### Routing congestion, run 1

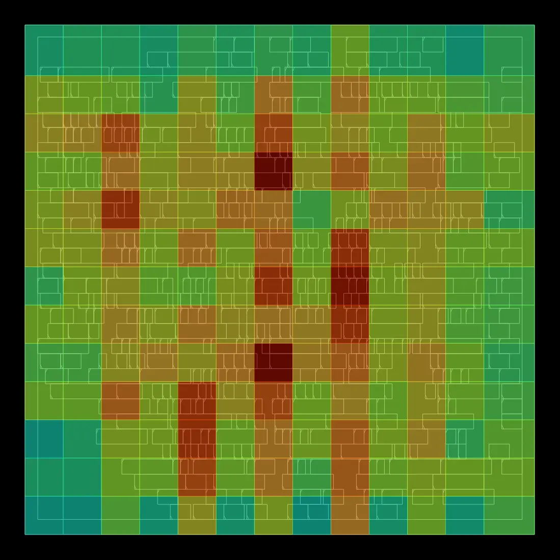
### Register map, names as in the netlist, run 1

Scale bar: 20 µm.
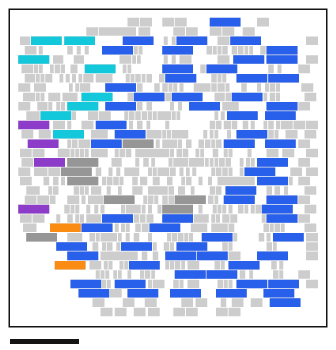
### Metal layers overlaid, run 1

Only two layers are drawn.
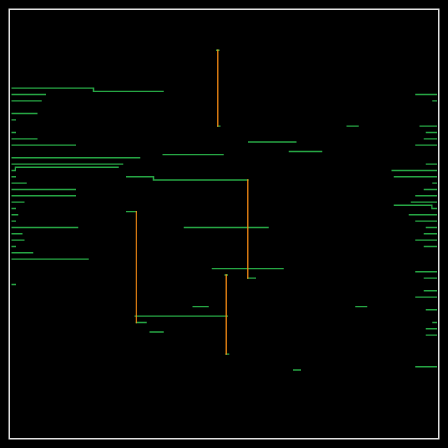
## config.mk

```make
export PLATFORM = sky130hd
export DESIGN_NAME = feature_stream_loader
export DESIGN_NICKNAME = d
export VERILOG_FILES = /design/src/rtl/feature_stream_loader.sv
export SDC_FILE = /design/constraint.sdc
export NUM_CORES = 1
export LEC_CHECK = 0
export ABC_AREA = 1
export CORE_MARGIN = 2
export CORE_UTILIZATION = 49
export DETAILED_ROUTE_END_ITERATION = 10
export PLACE_DENSITY = 0.79
export RECOVER_POWER = 50
export SLEW_MARGIN = 20
export SYNTH_ARGS = -nofsm -noshare
export SYNTH_HDL_FRONTEND = slang
export SYNTH_SLANG_ARGS = --single-unit
```

## constraint.sdc

```tcl
create_clock -name clk -period 4.1 [get_ports clk]
set_input_delay 0.82 -clock clk [delete_from_list [all_inputs] [get_ports clk]]
set_output_delay 0.82 -clock clk [all_outputs]
set_load 0.02 [all_outputs]
```

## src/rtl/feature_stream_loader.sv

```systemverilog
// Stream-to-parallel loader for a combinational classifier: collects one frame of features,
// waits a fixed settle time, captures the class, and hands it back over valid/ready.
module feature_stream_loader #(
    parameter int NUM_A    = 16,
    parameter int WIDTH_A  = 4,
    parameter int OUTWIDTH = 4,
    parameter int SETTLE   = 2,
    parameter int CNT_W    = 8
) (
    input  logic                       clk,
    input  logic                       rst,
    input  logic                       feat_valid,
    input  logic [WIDTH_A-1:0]         feat_data,
    input  logic                       feat_last,
    output logic                       feat_ready,
    output logic [NUM_A*WIDTH_A-1:0]   inp,
    input  logic [OUTWIDTH-1:0]        cls_out,
    output logic                       res_valid,
    output logic [OUTWIDTH-1:0]        res_data,
    input  logic                       res_ready,
    output logic                       frame_err,
    output logic [CNT_W-1:0]           frame_cnt
);

    localparam int IDX_W = (NUM_A > 1) ? $clog2(NUM_A) : 1;
    localparam int SET_W = $clog2(SETTLE) + 1;
    localparam logic [IDX_W-1:0] LAST_IDX = IDX_W'(NUM_A - 1);
    localparam logic [SET_W-1:0] SET_LAST = SET_W'(SETTLE - 1);

    typedef enum logic [1:0] {
        ST_LOAD,
        ST_SETTLE,
        ST_HOLD
    } state_t;

    state_t                     r_state;
    logic [IDX_W-1:0]           r_idx;
    logic [SET_W-1:0]           r_cnt;
    logic [NUM_A*WIDTH_A-1:0]   r_inp;
    logic                       r_res_valid;
    logic [OUTWIDTH-1:0]        r_res_data;
    logic                       r_frame_err;
    logic [CNT_W-1:0]           r_frame_cnt;
    logic                       w_accept;
    logic                       w_at_end;

    // Ready is decoded straight from state so the upstream sees it drop the moment reset rises.
    assign feat_ready = (r_state == ST_LOAD) && !rst;
    assign w_accept   = feat_valid && feat_ready;
    assign w_at_end   = (r_idx == LAST_IDX);

    assign inp        = r_inp;
    assign res_valid  = r_res_valid;
    assign res_data   = r_res_data;
    assign frame_err  = r_frame_err;
    assign frame_cnt  = r_frame_cnt;

    // NOTE: all state uses non-blocking assignments so every register samples pre-edge values.
    always_ff @(posedge clk or posedge rst) begin
        if (rst) begin
            r_state     <= ST_LOAD;
            r_idx       <= '0;
            r_cnt       <= '0;
            // NOTE: the feature vector is a plain register bank, so it is cleared like any flop.
            r_inp       <= '0;
            r_res_valid <= 1'b0;
            r_res_data  <= '0;
            r_frame_err <= 1'b0;
            r_frame_cnt <= '0;
        end else begin
            // NOTE: default-low here makes frame_err a single-cycle pulse without extra logic.
            r_frame_err <= 1'b0;
            case (r_state)
                ST_LOAD: begin
                    if (w_accept) begin
                        r_inp[r_idx*WIDTH_A +: WIDTH_A] <= feat_data;
                        if (feat_last && w_at_end) begin
                            r_state <= ST_SETTLE;
                            r_cnt   <= '0;
                            r_idx   <= '0;
                        end else if (feat_last || w_at_end) begin
                            // Early or missing last: drop the frame, keep written slices.
                            r_frame_err <= 1'b1;
                            r_idx       <= '0;
                        end else begin
                            r_idx <= r_idx + 1'b1;
                        end
                    end
                end
                ST_SETTLE: begin
                    r_cnt <= r_cnt + 1'b1;
                    if (r_cnt == SET_LAST) begin
                        r_res_data  <= cls_out;
                        r_res_valid <= 1'b1;
                        r_state     <= ST_HOLD;
                    end
                end
                ST_HOLD: begin
                    if (r_res_valid && res_ready) begin
                        r_res_valid <= 1'b0;
                        r_frame_cnt <= r_frame_cnt + 1'b1;
                        r_state     <= ST_LOAD;
                    end
                end
                default: r_state <= ST_LOAD;
            endcase
        end
    end

endmodule

```

==> notes.md, run 1 <==
State of the implementation.

- The area of the multi-input gates is 1461 µm², for reference.
- The flow ran to the end, but the final reports show violations.
- The standard-cell row count is 32, for reference.
- Of the total synthesized cell area, the portion taken by AND-OR and OR-AND cells is 0.07827.
- The xor and xnor area share after synthesis is 0.02576, for reference.
- The fraction of registers with async set or reset after synthesis is 1.000, for reference.
- The tally of max-capacitance violations is 1, for reference.
- The number of buffers added to fix hold violations after cts is 0, for reference.
- The worst-margin pin slew is 2.051 ns, for reference.
- The number of input and output port buffers inserted is 91, for reference.
- The count of nets left with antenna violations once routing finished came out at 0.
- The TritonCTS clock tree is done, for reference.
- The total placed cells including tap cells is 611, for reference.
- Walking the worst path, the cells encountered are dlygate4sd3_1 -> nor3_1 -> clkdlybuf4s50_1.
- The number of buffers inserted by post-CTS setup repair is 0, for reference.
- The cell count after synthesis came out at 420.
- The synthesized design contains 0 enable-type register cells.
- The largest single stage delay on the critical path is 0.64 ns.
- STA on the placed design reports a worst setup slack of 1.193 ns.
- The height of the die is 91.93 µm, for reference.
- The final report lists a non-filler cell total of 627.
- The number of antenna diodes in the final layout is 0.
- The arrival time of the worst setup path is 2.23 ns, for reference.
- The worst min-delay path endpoint is inp[17], for reference.
- The category of the worst setup path capture point is an output port, for reference.
- The number of storage elements in the synthesis netlist is 86, for reference.
- The number of clock buffers inserted by TritonCTS is 9, for reference.
- Measured against the total synthesized area, the mux share comes to 0.01189.
- The residual overflow from global routing is 0, for reference.
- In the detailed route, the total length drawn on met3 is 458 µm.
- After synthesis, the mean cell area works out to 9.021 µm².
- The routed length on met2 is 4000 µm, for reference.
- The power density over the cells is 535.5 nW/µm², for reference.
- The total power is 2.708 mW, for reference.
- The commonest register cell is sky130_fd_sc_hd__dfrtp_1.
- In the final report, the number of endpoints failing setup comes to 0.
- The critical path's slowest stage uses the library cell sky130_fd_sc_hd__clkdlybuf4s50_1.
- The path type of the worst setup path is input pin to output port, for reference.
- The sequential share of the synthesized area is 0.5680, for reference.
- The top-level port count is 92, for reference.
- In the layout the commonest cells are 126 x sky130_fd_sc_hd__nand2_1, 86 x sky130_fd_sc_hd__dfrtp_1, 72 x sky130_fd_sc_hd__clkdlybuf4s50_1.
- Of the post-synthesis cell area, the dominant cell type holds 0.5680.
- The checks that failed: capacitance limit, slew limit.
- The max-slew violation count is 87, for reference.
- The worst-case reg-to-reg path depth is 10, for reference.
- Per the synthesis report, the adder-cell share of the synthesized area is 0.03303.
- The cell resize tally after clock tree synthesis is 0, for reference.
- The number of DRC violations after detailed-routing iteration 0 is 209, for reference.
- The floorplan step defined a die boundary enclosing 8451 µm².
- According to the finish report, the design has a final net count of 543.
- The first global-routing pass estimated 14170 µm of wire.
- The largest family of logic cells by area is simple AND/OR/NAND/NOR gates, for reference.
- From left edge to right edge, the die measures 91.93 µm.
- The number of hold violations in the final report is 0, for reference.
- The static leakage is 2.425 nW, for reference.
- The CTS log lists the clock sinks for this run as 86.
- The critical-path maximum fanout is 2, for reference.
## Picture notes: 'Routing congestion'
grt met2 use: 0.3229
average wire per standard cell: 13.37 µm
peak-usage layer in the global routing report: met2
global-route track usage on met1: 0.2897

## Picture notes: 'Register map, names as in the netlist'
name in the netlist	color	sequential cells
frame_cnt	cyan	8
inp	blue	64
res_data	purple	4
r_cnt	orange	2
not colored	8
Sequential Area: 2152 µm²
final core occ: 0.6648
power of the sequential group: 1.09 mW
sequential fraction of total cell area: 0.4255

## Picture notes: 'Metal layers overlaid'
layer	color	wire length
met4	orange	78.2 µm
met3	green	458 µm
wire length after detailed routing: 8386 µm
Total GRT Usage: 0.2097
via count: 3121

[run 1: worst max-delay path: cells and delay by family]
| kind | cells | cell delay [ns] |
|---|---|---|
| buffers and inverters | 2 | 1.20 |
| AND/OR/NAND/NOR | 1 | 0.21 |
[run 1: final cells by class]
| cell class | instances | share of cell area |
|---|---|---|
| sequential | 86 | 0.4255 |
| multi-input combinational | 290 | 0.2890 |
| timing repair buffer | 92 | 0.1811 |
| inverter | 41 | 0.03068 |
| tap | 102 | 0.02523 |
| clock buffer | 9 | 0.02449 |
| clock inverter | 7 | 0.02400 |
[run 1: where the power goes]
group	total, mW	leakage (nW)	internal (mW)	switching (mW)
sequential	1.09	1.16	0.985	0.107
clock	0.710	0.124	0.408	0.303
combinational	0.906	1.14	0.356	0.550
[run 1: cell families (layout without fill, tap and decap cells)]
| family | count (synthesis) | count (layout) |
|---|---|---|
| XOR/XNOR | 9 | 9 |
| buffers and inverters | 44 | 149 |
| flip-flops | 86 | 86 |
| adder cells (fa/ha/maj) | 10 | 10 |
| AND-OR/OR-AND | 58 | 58 |
| multiplexers | 4 | 4 |
| AND/OR/NAND/NOR | 209 | 209 |
[run 1: how the worst max path moves through the flow]
stage	startpoint	to	cells past startpoint
6_report	rst	feat_ready	3
5_1_grt	rst	inp[27]	3
4_1_cts	rst	feat_ready	3
3_5_place_dp	rst	feat_ready	3
3_3_place_gp	rst	feat_ready	3
2_1_floorplan	rst	inp[0]	8
[run 1: per-layer routing]
metal | vias to the layer above | global-route usage
met5 | - | 0
met2 | 89 | 0.3229
met1 | 1465 | 0.2897
met3 | 8 | 0.05259
li1 | 1559 | -
met4 | 0 | 0.07836
[run 1: state kept, by name (all words and copies together), names as in the netlist]
name,count
r_cnt,2
r_idx,4
res_valid,1
inp,64
r_state,2
frame_cnt,8
res_data,4
frame_err,1
### Selected gate families, run 1

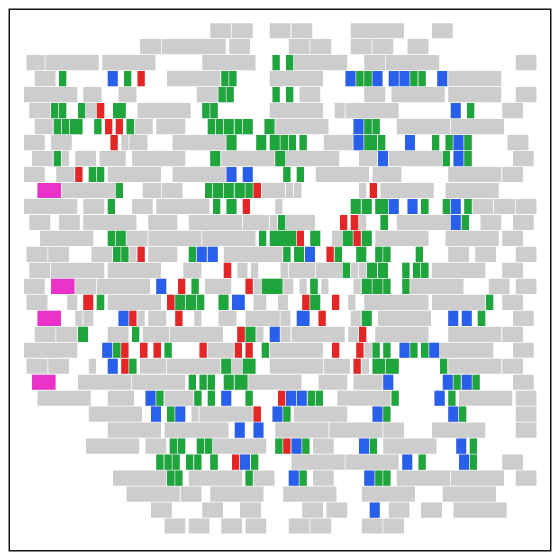

==> run 2: changes to the inputs <==
Settings changed: CORE_UTILIZATION 49 to 45, PLACE_DENSITY 0.79 to 0.77.
Clock period 4.1 ns to 2.6 ns, I/O delays scaled along.
### Selected gate families, run 2

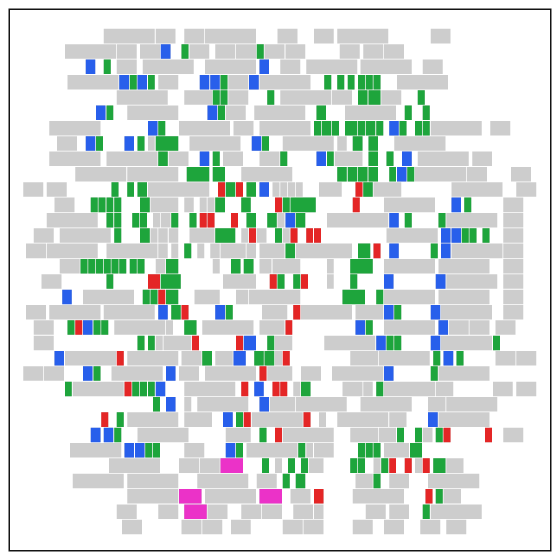
family	color	cells	most used
inverting AOI/OAI gates	blue	57	o21ai_0
inverters	red	41	inv_1
multiplexers	magenta	4	mux2_2
NAND gates	green	169	nand2_1

### Register map, names as in the netlist, run 2

Scale bar: 20 µm.
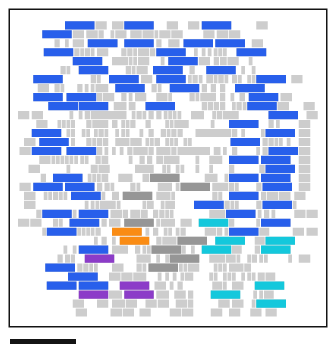
name in the netlist	color	sequential cells
r_cnt	orange	2
res_data	purple	4
inp	blue	64
frame_cnt	cyan	8
final core occ: 0.6209
power of the sequential group: 1.72 mW
sequential fraction of total cell area: 0.4240

==> notes.md, run 2 <==
State of the implementation.

- The flow ran to the end, and the final reports show no timing, DRC or antenna violations.
- Summing every instance area after synthesis gives 3789 µm².
- Per the final report, max-transition violations number 0.
- In this run, the synthesized area fraction spent on AND-OR/OR-AND gates is recorded as 0.07827.
- The smallest clock period supported by the final layout is computed as 2.405 ns.
- The register with the most flip-flops in the layout has 64 of them.
- The timing report shows that the slowest cell on the worst path is sky130_fd_sc_hd__clkdlybuf4s50_1.
- The number of buffers inserted by post-CTS setup repair is 0, for reference.
- The family with the most delay on the worst path is buffers and inverters, for reference.
- TritonCTS built the clock tree.
- The critical-path maximum fanout is 2, for reference.
- The OpenROAD warning count is 32, for reference.
- The count of different cell masters after synthesis is 27, for reference.
- The total number of clock tree sinks is 86, for reference.
- The area fraction of the largest cell type after synthesis is 0.5680.
- In this run the core area contains 33 standard-cell rows.
- In the layout the commonest cells are 121 x sky130_fd_sc_hd__nand2_1, 86 x sky130_fd_sc_hd__dfrtp_1, 73 x sky130_fd_sc_hd__clkdlybuf4s50_1.
- The area of the core is 8175 µm², for reference.
- The sequential share of the synthesized area is 0.5680, for reference.
- As logged by OpenROAD, the buffers inserted on ports number 91.
- The worst hold path depth is 2, for reference.
- The worst-margin pin slew is 1.124 ns, for reference.
- The first global-routing pass estimated 14590 µm of wire.
- The number of hold buffers added after CTS was 0.
- The post-placement setup slack is 0.2817 ns, for reference.
- The top-level port count is 92, for reference.
- The number of clock buffers inserted by TritonCTS is 9, for reference.
- The mean area per synthesized cell is 9.021 µm², for reference.
- The total cells reported by yosys after synthesis is 420, for reference.
- The total placed cells including tap cells is 614, for reference.
- The die footprint is 9169 µm², for reference.
- For hold timing, the worst endpoint is inp[18].
- Of the post-synthesis cell area, the part taken by muxes is 0.01189.
- The most frequent logic cell in the layout is sky130_fd_sc_hd__nand2_1, for reference.
- The tool flagged a number of max-cap violations equal to 0.
- The largest stage delay on the critical path is 0.62 ns, for reference.
- The number of DRC violations after detailed-routing iteration 0 is 164, for reference.
- The number of synthesized flops with an enable pin is 0, for reference.
- The clock slew at the register clock pins of the worst setup and hold paths is 0.08 ns, for reference.
- Summed over all layers, the global routing overflow is 0.
- Sorting the synthesized cells by how often they occur yields 126 x sky130_fd_sc_hd__nand2_1, 86 x sky130_fd_sc_hd__dfrtp_1, 49 x sky130_fd_sc_hd__o21ai_0.
- The overall track demand over capacity in global routing is 0.2075, for reference.
- The power density over the cells is 826.1 nW/µm², for reference.
- The cell sequence reported for the critical path is dlygate4sd3_1 -> nor3_1 -> clkdlybuf4s50_1.
- The number of hold violations in the final report is 0, for reference.
- Yosys reported that registers with async set or reset make up 1.000.
- The category of the worst setup path capture point is an output port, for reference.
- The synthesized design contains 86 register bits.
- The OpenROAD report gives the critical path a data arrival time of 1.89 ns.
- The number of buffer and inverter instances along the worst setup path is 2, for reference.
- After clock tree synthesis, the repair step resized 0 gates.
- The critical path is of the input pin to output port type.
- Tracing the worst setup path back leads to its startpoint at rst.
- In the synthesized netlist, the number of instances is 420.
- In this run the vertical extent of the chip is 95.76 µm.
- The number of global-route vias before repair is 3016, for reference.
- Across all setup checks in the final design, the least slack found is 0.1948 ns.
- The xor and xnor area share after synthesis is 0.02576, for reference.
- The detail route stage leaves a number of antenna-violating nets equal to 0.
- The number of nets in the final layout is 543, for reference.
- Before antenna repair, the detailed router went through 5 iterations.
- The most used flip-flop cell after synthesis is sky130_fd_sc_hd__dfrtp_1, for reference.
- Overall power consumption after layout is estimated at 4.194 mW.
- For reference, the top logic cell family by area is simple AND/OR/NAND/NOR gates.
- The antenna cell count is 0, for reference.
- Per the skew report, the later register of the worst-skew pair sees a clock latency of 0.35 ns.
- Sorting the synthesis cell report by count puts at the top sky130_fd_sc_hd__nand2_1.
- The fraction of the mapped netlist area in adder cells is 0.03303, for reference.
- The final routed wirelength across all metal layers is 8812 µm, for reference.
- For this block, the via count after detailed routing is 3176.
- The number of endpoints failing setup at the final stage is 0, for reference.
- The main area contributors are sky130_fd_sc_hd__dfrtp_1 57%, sky130_fd_sc_hd__nand2_1 12%, sky130_fd_sc_hd__o21ai_0 6.5%.
- Leaving out filler cells and counting taps, the final layout contains 630.
- Entering global routing, the biggest net connects 87 pins.
- The worst-case reg-to-reg path depth is 8, for reference.
- The share of the clock period used by the worst path is 0.9251, for reference.
- The static leakage is 2.472 nW, for reference.
- The horizontal die dimension is 95.76 µm, for reference.
### Routing congestion, run 2

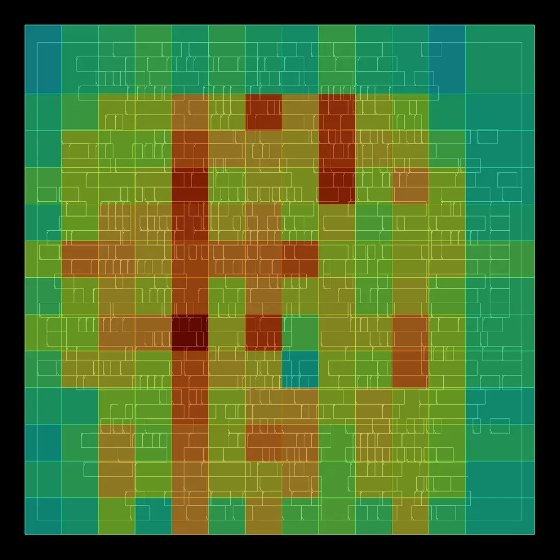
grt met2 use: 0.3275
met3 demand-to-capacity share in global routing: 0.04150
average wire per standard cell: 13.99 µm

## run 2: cell counts after synthesis
Identical to the previous run, type by type.
## run 2: layer usage
metal  track usage  wire (µm)  vias to the layer above
li1              -          -                     1572
met1        0.2867       3995                     1518
met2        0.3275       4302                       74
met3       0.04150        381                       12
met4       0.07381        133                        0
met5             0          0                        -
## run 2: how the worst max path moves through the flow
stage | endpoint | slack [ns] | cells past startpoint
after floorplan | inp[20] | -0.15 | 7
after global placement | feat_ready | 0.29 | 3
after detailed placement | feat_ready | 0.28 | 3
after CTS | feat_ready | 0.28 | 3
after global routing | inp[54] | 0.09 | 8
final | feat_ready | 0.19 | 3
## run 2: cell families after synthesis
| logic type | after synthesis |
|---|---|
| AND/OR/NAND/NOR | 209 |
| adder cells (fa/ha/maj) | 10 |
| flip-flops | 86 |
| buffers and inverters | 44 |
| XOR/XNOR | 9 |
| multiplexers | 4 |
| AND-OR/OR-AND | 58 |
## run 2: area by class of cell
type / count / area (µm²) / area share
flip-flops and latches: 86 / 2152 / 0.4240
clock buffers: 12 / 145.1 / 0.02859
clock inverters: 4 / 70.07 / 0.01380
well taps: 105 / 131.4 / 0.02588
inverters: 41 / 157.7 / 0.03106
repair buffers: 92 / 918.4 / 0.1809
multi-input cells: 290 / 1501 / 0.2958
## run 2: power breakdown
part | leakage, nW | switching (mW) | internal [mW]
logic | 1.20 | 0.890 | 0.570
clock network | 0.110 | 0.447 | 0.565
registers | 1.16 | 0.168 | 1.55
total | 2.47 | 1.50 | 2.69
## run 2: through the flow
| step | TNS (ns) | instance area [µm²] |
|---|---|---|
| 2_1_floorplan | -7.135 | 3842 |
| 3_3_place_gp | 0 | 4876 |
| 3_5_place_dp | 0 | 4876 |
| 4_1_cts | 0 | 5091 |
| 5_1_grt | 0 | 5076 |
| 6_report | 0 | 5076 |
### Cell sizes after repair, run 2

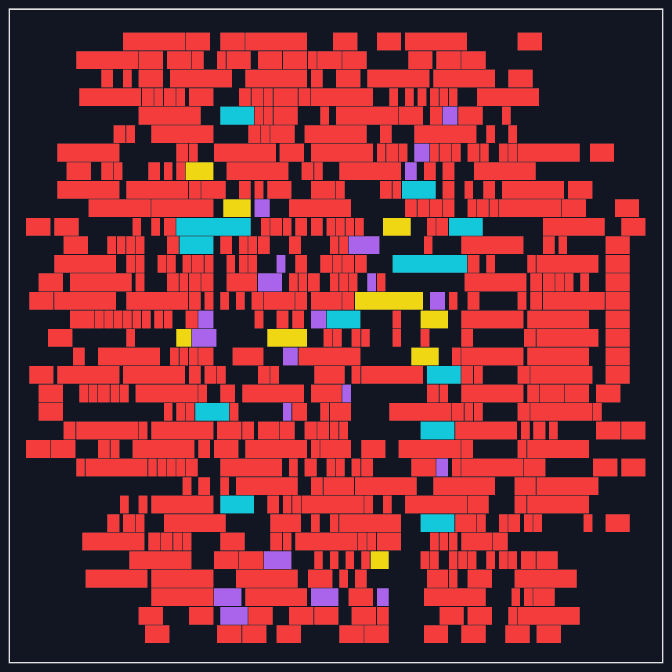

==> run 3: changes to the inputs <==
Settings changed: SKIP_CTS_REPAIR_TIMING set to 1.
Clock period 2.6 ns to 2 ns, I/O delays scaled along.
### Cell sizes after repair, run 3

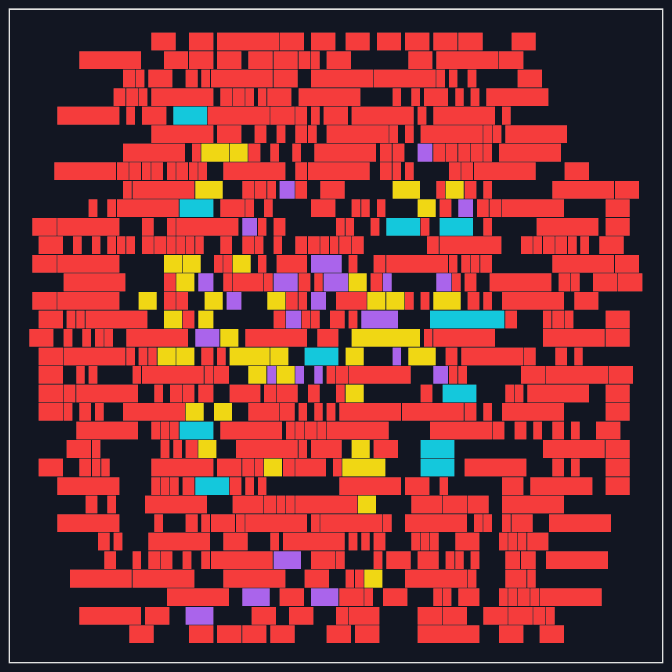
size	color	cells	share
drive 3 to 4	yellow	38	6.9%
drive 6 and up	cyan	11	2.0%
drive 2	purple	24	4.4%
drive 1 or less	red	477	87%

### Metal layers overlaid, run 3

Only two layers are drawn.
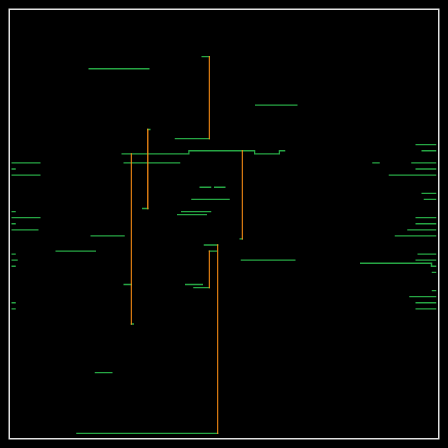
layer	color	wire length
met4	orange	144 µm
met3	green	317 µm

==> notes.md, run 3 <==
State of the implementation.

- The leading cell type by number of instances after synthesis is sky130_fd_sc_hd__nand2_1, for reference.
- The routed length on met2 is 4503 µm, for reference.
- The synthesized netlist was found by Yosys to have 420 cells.
- Per report_power, the Combinational row totals 2.13 mW.
- By startpoint and endpoint, the worst setup path is classified as register to register.
- The most used flip-flop cell after synthesis is sky130_fd_sc_hd__dfrtp_1, for reference.
- The critical-path maximum fanout is 10, for reference.
- The antenna violation net count after detailed routing is 0, for reference.
- The number of non-filler instances in the completed layout is 655, for reference.
- For this design the top-level I/O count stands at 92.
- Per the post-place timing report, worst setup slack is -0.09764 ns.
- The timing report shows the most common cell along the critical path to be sky130_fd_sc_hd__nand2_1.
- The floorplan step set the die width to 95.76 µm.
- The switching portion of total power comes to 0.3619.
- The static leakage is 2.536 nW, for reference.
- The worst setup path is captured at a register.
- The worst hold path depth is 2, for reference.
- In the synthesized netlist, the number of instances is 420.
- The height of the die is 95.76 µm, for reference.
- After routing the design area is 5275 µm².
- The most common logic cells in the final layout are 120 x sky130_fd_sc_hd__nand2_1, 90 x sky130_fd_sc_hd__clkdlybuf4s50_1, 86 x sky130_fd_sc_hd__dfrtp_1.
- The end-of-flow core utilization is 0.6452, for reference.
- The TritonCTS clock tree is done, for reference.
- The share of synthesized area in the top cell type comes to 0.5680.
- The layer with the highest usage after global routing is met2, for reference.
- The cell internal power dissipation is 3.533 mW, for reference.
- Per Yosys stat, the portion of area used by sequential elements is 0.5680.
- The residual overflow from global routing is 0, for reference.
- Hold-check failures listed in the final report amount to 0.
- The worst-margin pin slew is 1.146 ns, for reference.
- The overall die size recorded for this design is 9169 µm².
- The post-route minimum period is 1.851 ns, for reference.
- Signal routing reaches up to met4.
- Max-slew check failures listed in the final report amount to 0.
- The first global-routing pass estimated 14840 µm of wire.
- The number of endpoints failing setup at the final stage is 0, for reference.
- The final power report lists total power as 5.537 mW.
- The detailed placer reported the number of placed instances as 638.
- The total length of routed met3 wires is 316 µm, for reference.
- The placed instance area is 5056 µm², for reference.
- The final setup slack of the worst path is 0.1492 ns, for reference.
- For reference, the critical path cell chain is inv_1 -> ha_2 -> nand2_1 -> nor2_2 -> nor2_2 -> nand2_2 -> inv_4 -> nand3_2 -> nand2_1 -> nand2_1.
- The count of warnings emitted by yosys is 0, for reference.
- The clock power share is 0.214, for reference.
- The net switching power is 2.004 mW, for reference.
- In the hold report, the worst path ends at inp[48].
- Ranked by total cell area, the synthesized netlist is headed by sky130_fd_sc_hd__dfrtp_1 57%, sky130_fd_sc_hd__nand2_1 12%, sky130_fd_sc_hd__o21ai_0 6.5%.
- The post-synth count of flops with an enable pin is 0.
- The register with the most flip-flops in the layout has 64 of them.
- The number of buffer and inverter instances along the worst setup path is 2, for reference.
- For this block, the via count after detailed routing is 3251.
- The dominant power group is registers, for reference.
- Buffers inserted during clock tree synthesis total 9.
- The area of the core is 8175 µm², for reference.
- In this design, the largest share of critical-path delay is due to simple AND/OR/NAND/NOR gates.
- The number of search-and-repair iterations in the first detailed-routing pass is 4, for reference.
- The largest stage delay on the critical path is 0.46 ns, for reference.
- The post-route met1 wirelength is 4013 µm, for reference.
- The clock slew at the register clock pins of the worst setup and hold paths is 0.08 ns, for reference.
- For this design, the sink count on the clock tree is 86.
- In this run, distinct cell masters in the synthesized netlist total 27.
- The largest net degree at the start of global routing is 87, for reference.
- The power report lists the clock group at 1.19 mW.
- The final routed wirelength across all metal layers is 8978 µm, for reference.
- The share of power burned in combinational logic is 0.385, for reference.
- The tally of max-capacitance violations is 0, for reference.
- The commonest cells after synthesis are 126 x sky130_fd_sc_hd__nand2_1, 86 x sky130_fd_sc_hd__dfrtp_1, 49 x sky130_fd_sc_hd__o21ai_0.
- The timing report shows that the slowest cell on the worst path is sky130_fd_sc_hd__dfrtp_1.
- The total negative slack is 0 ns, for reference.
- The flow ran to the end, and the final reports show no timing, DRC or antenna violations.
- After the last flow step, the layout net total stands at 569.
- The number of global-route vias before repair was 3208.
- Dividing total power by cell area gives a power density of 1050 nW/µm².
- In this run the core area contains 33 standard-cell rows.
- The share of the clock period used by the worst path is 0.9254, for reference.
- A synthesized cell averages 9.021 µm².
- The clock network latency to the later pin of the worst-skew pair is 0.34 ns, for reference.
- The post-synth register bit count is 86.
- The logs give a warning total of 32.
- For this run, the script counts the antenna cells in the layout as 0.
- The number of input and output port buffers inserted is 91, for reference.
- After synthesis the cells add up to 3789 µm².
- The sequential-cell power consumption is 2.22 mW, for reference.
- The tightest hold margin is 0.4749 ns, for reference.
- The power share of the sequential group is 0.401, for reference.
- Counting only logic cells after layout, the most numerous master is sky130_fd_sc_hd__nand2_1.
### Routing congestion, run 3

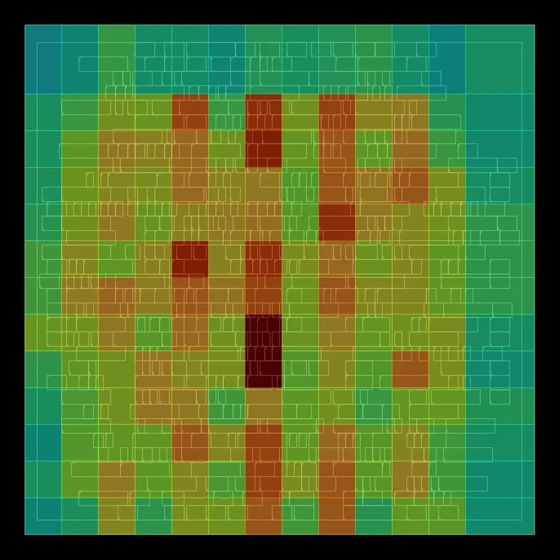
met3 demand-to-capacity share in global routing: 0.02897
Total GRT Usage: 0.2087
grt met2 use: 0.3450
global-route track usage on met1: 0.2811

[run 3: cell counts after synthesis]
No cell type changed its count.
[run 3: how the worst max path moves through the flow]
stage	from	slack (ns)	cells after the start	endpoint
after floorplan	rst	-0.63	7	inp[20]
after global placement	rst	-0.03	3	feat_ready
after detailed placement	rst	-0.1	10	inp[31]
after CTS	r_idx[1]	-0.03	5	inp[54]
after global routing	r_idx[1]	-0.001	8	inp[36]
final	r_idx[1]	0.15	10	inp[31]
[run 3: worst register-to-register path, cell delays in order (launching register included)]
cell	delay [ns]
sky130_fd_sc_hd__dfrtp_1	0.46
sky130_fd_sc_hd__inv_1	0.10
sky130_fd_sc_hd__ha_2	0.23
sky130_fd_sc_hd__nand2_1	0.10
sky130_fd_sc_hd__nor2_2	0.06
sky130_fd_sc_hd__nor2_2	0.20
sky130_fd_sc_hd__nand2_2	0.11
sky130_fd_sc_hd__inv_4	0.19
sky130_fd_sc_hd__nand3_2	0.15
sky130_fd_sc_hd__nand2_1	0.10
sky130_fd_sc_hd__nand2_1	0.05
[run 3: final cells by class]
| cell class | count | area [µm²] |
|---|---|---|
| repair buffers | 118 | 1112 |
| well taps | 105 | 131.4 |
| flip-flops and latches | 86 | 2152 |
| fillers | 701 | 2900 |
| inverters | 41 | 160.2 |
| clock buffers | 12 | 145.1 |
| clock inverters | 3 | 45.04 |
| multi-input cells | 290 | 1529 |
[run 3: logic make-up (layout without fill, tap and decap cells)]
kind of cell    Yosys count  after routing  share of synthesized area
buf+inv                  44            174                    0.04491
fa+ha+maj                10             10                    0.03303
compound gates           58             58                    0.07827
flops                    86             86                     0.5680
mux                       4              4                    0.01189
xor+xnor                  9              9                    0.02576
simple gates            209            209                     0.2381
Power is estimated from default activity; no workload was simulated.
